<file path="src/rtl/anc_defs.sv">
// Shared widths and window length for the ANC front-end blocks.
package anc_defs;

  localparam int DATA_W  = 7;
  localparam int WIN_LEN = 16;
  localparam int IDX_W   = 4;

endpackage : anc_defs

</file>
<file path="src/rtl/mag_greater.sv">
// Unsigned strict magnitude comparator: a_gt_b = (a > b).
module mag_greater #(
  parameter int DATA_W = anc_defs::DATA_W
) (
  input  logic [DATA_W-1:0] a,
  input  logic [DATA_W-1:0] b,
  output logic              a_gt_b
);

  assign a_gt_b = (a > b);

endmodule : mag_greater

</file>
<file path="src/rtl/window_peak_detector.sv">
// Running-max tracker over fixed windows of accepted samples.
// Reports peak value, its index and a strict over-threshold alarm per window.
module window_peak_detector
  import anc_defs::*;
#(
  parameter int DATA_W  = anc_defs::DATA_W,
  parameter int WIN_LEN = anc_defs::WIN_LEN,
  parameter int IDX_W   = anc_defs::IDX_W
) (
  input  logic              clk,
  input  logic              rst,
  input  logic [DATA_W-1:0] sample_in,
  input  logic              sample_valid,
  input  logic              clear,
  input  logic [DATA_W-1:0] thresh_in,
  output logic [DATA_W-1:0] peak_out,
  output logic [IDX_W-1:0]  peak_idx,
  output logic              peak_valid,
  output logic              alarm,
  output logic              busy
);

  localparam logic [IDX_W-1:0] LAST_IDX = IDX_W'(WIN_LEN - 1);

  logic [IDX_W-1:0]  cnt_reg, cnt_next;
  logic [DATA_W-1:0] run_max_reg, run_max_next;
  logic [IDX_W-1:0]  run_idx_reg, run_idx_next;
  logic [DATA_W-1:0] peak_out_reg, peak_out_next;
  logic [IDX_W-1:0]  peak_idx_reg, peak_idx_next;
  logic              alarm_reg, alarm_next;
  logic              peak_valid_reg, peak_valid_next;
  logic              busy_reg, busy_next;

  logic              accept;
  logic              first_sample;
  logic              closing;
  logic              sample_gt_max;
  logic              take_sample;
  logic [DATA_W-1:0] final_max;
  logic [IDX_W-1:0]  final_idx;
  logic              final_gt_thresh;

  assign accept       = sample_valid && !clear;
  assign first_sample = (cnt_reg == '0);
  assign closing      = accept && (cnt_reg == LAST_IDX);

  mag_greater #(.DATA_W(DATA_W)) u_cmp_run (
    .a      (sample_in),
    .b      (run_max_reg),
    .a_gt_b (sample_gt_max)
  );

  // On the first sample run_max is stale, so the load is unconditional.
  assign take_sample = first_sample || sample_gt_max;
  assign final_max   = take_sample ? sample_in : run_max_reg;
  assign final_idx   = take_sample ? cnt_reg : run_idx_reg;

  mag_greater #(.DATA_W(DATA_W)) u_cmp_thresh (
    .a      (final_max),
    .b      (thresh_in),
    .a_gt_b (final_gt_thresh)
  );

  always_comb begin
    cnt_next        = cnt_reg;
    run_max_next    = run_max_reg;
    run_idx_next    = run_idx_reg;
    peak_out_next   = peak_out_reg;
    peak_idx_next   = peak_idx_reg;
    alarm_next      = alarm_reg;
    peak_valid_next = 1'b0;

    if (clear) begin
      cnt_next     = '0;
      run_max_next = '0;
      run_idx_next = '0;
    end else if (accept) begin
      run_max_next = final_max;
      run_idx_next = final_idx;
      if (closing) begin
        cnt_next        = '0;
        peak_out_next   = final_max;
        peak_idx_next   = final_idx;
        alarm_next      = final_gt_thresh;
        peak_valid_next = 1'b1;
      end else begin
        cnt_next = cnt_reg + IDX_W'(1);
      end
    end

    busy_next = (cnt_next != '0);
  end

  always_ff @(posedge clk) begin
    if (rst) begin
      cnt_reg        <= '0;
      run_max_reg    <= '0;
      run_idx_reg    <= '0;
      peak_out_reg   <= '0;
      peak_idx_reg   <= '0;
      alarm_reg      <= 1'b0;
      peak_valid_reg <= 1'b0;
      busy_reg       <= 1'b0;
    end else begin
      cnt_reg        <= cnt_next;
      run_max_reg    <= run_max_next;
      run_idx_reg    <= run_idx_next;
      peak_out_reg   <= peak_out_next;
      peak_idx_reg   <= peak_idx_next;
      alarm_reg      <= alarm_next;
      peak_valid_reg <= peak_valid_next;
      busy_reg       <= busy_next;
    end
  end

  assign peak_out   = peak_out_reg;
  assign peak_idx   = peak_idx_reg;
  assign alarm      = alarm_reg;
  assign peak_valid = peak_valid_reg;
  assign busy       = busy_reg;

endmodule : window_peak_detector

</file>
<file path="config.mk">
export PLATFORM = sky130hd
export DESIGN_NAME = window_peak_detector
export DESIGN_NICKNAME = d
export VERILOG_FILES = /design/src/rtl/anc_defs.sv /design/src/rtl/mag_greater.sv /design/src/rtl/window_peak_detector.sv
export SDC_FILE = /design/constraint.sdc
export NUM_CORES = 1
export LEC_CHECK = 0
export CELL_PAD_IN_SITES_DETAIL_PLACEMENT = 1
export CELL_PAD_IN_SITES_GLOBAL_PLACEMENT = 1
export CORE_MARGIN = 4
export CORE_UTILIZATION = 24
export DETAILED_ROUTE_END_ITERATION = 10
export PLACE_DENSITY = 0.6
export SLEW_MARGIN = 10
export SYNTH_ARGS = -nofsm -noshare
export SYNTH_HDL_FRONTEND = slang
export SYNTH_HIERARCHICAL = 1
export SYNTH_SLANG_ARGS = --single-unit
</file>
<file path="constraint.sdc">
create_clock -name clk -period 9.03 [get_ports clk]
set_input_delay 2.2575 -clock clk [delete_from_list [all_inputs] [get_ports clk]]
set_output_delay 2.2575 -clock clk [all_outputs]
set_load 0.05 [all_outputs]
</file>
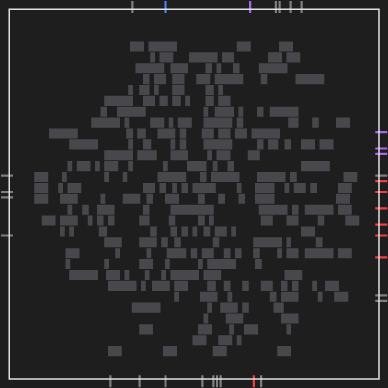
Figure 1: I/O pins on the die edge.
Scale: 4 px per µm. Pins as bars across the die edge, other pins in gray.
Key: red = peak_out [pins 7, direction output, edge 6 east, 1 south]; blue = busy [pins 1, direction output, edge north]; purple = peak_idx [pins 4, direction output, edge 3 east, 1 north]
All pins by edge: 12 east, 9 south, 7 north, 4 west.

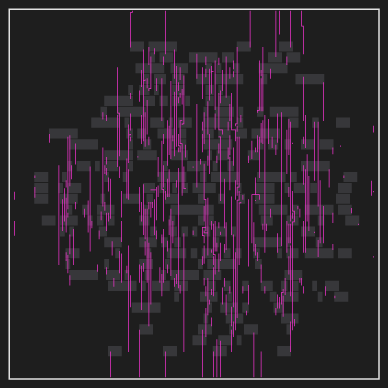
Figure 2: M2 wires.
Scale: 4 px per µm.
The layer carries 2110 µm of wire. The wires run mostly vertical.

==> Slide: Implementation Results <==
Run Summary

Route
  • Routed wire length per instance: 14.31 µm
  • Top Layer Used: met4
  • Total Routed Length: 4695 µm
  • Post-DR vias/cell: 4.625

Place
  • RD Place Congestion: 0.7669
  • Cell area reported after detailed placement: approximately 2000 µm²
  • I/O Buffers: 31

Setup path
  • Crit path buffers/inverters: 2
  • Critical-path maximum fanout: 14
  • Reg-to-reg critical path startpoint: run_max_reg[6]
  • Number of cell instances on the worst register-to-register path: 14
  • Beginning of the critical path: sample_in[6]
  • Cell type with the highest occurrence count on the critical path: a21oi_1

Synth
  • Multiplexer share of the synthesized area: 7.080%
  • Average instance area after synthesis: 8.276 µm²
  • Synth Instances: 205
  • Total of flip-flops plus latches after synthesis: 29

Floorplan
  • Total Die Area: 8479 µm²
  • I/O pin count: 32
  • Number of rows in the core area: 30
  • Floorplan die width: 92.08 µm

Timing
  • RSZ-0062 raised after global routing: no
  • Clock tree skew after final layout: around 0.0042 ns
  • Summed negative setup slack over all endpoints: 0 ns
  • Final count of hold timing violations: 0
  • Count of pins over their slew limit: 0
  • Fin crit period: about 5.3 ns
  • Final worst path period share: 59.11%
  • Final setup violating endpoints: 0

Pwr
  • Portion of total power attributed to sequential cells: 41.5%
  • Static power due to leakage: just over 0.0008 µW
  • Internal power consumption: 239.0 µW

Hold path
  • Worst hold start: run_idx_reg[1]
  • Path class of the lowest-slack min-delay path: reg2reg

Layout
  • Sequential share of cell area: 26.74%
  • Inverter count of the layout excluding clock inverters: 20
  • Number of fill cells: between 800 and 900

CTS
  • Number of buffers inserted to repair setup after CTS: 0
  • Depth of the CTS H-tree: 2
  • Max clock buf depth: 2
  • Post-cts repair resize count: 0
  • Clock root buffer master: clkbuf_8

GRT
  • Global-route wire length before repair: 7969 µm

Status
  • Outcome: finished clean
No activity file was given, so power comes from the tool's default toggle rates.
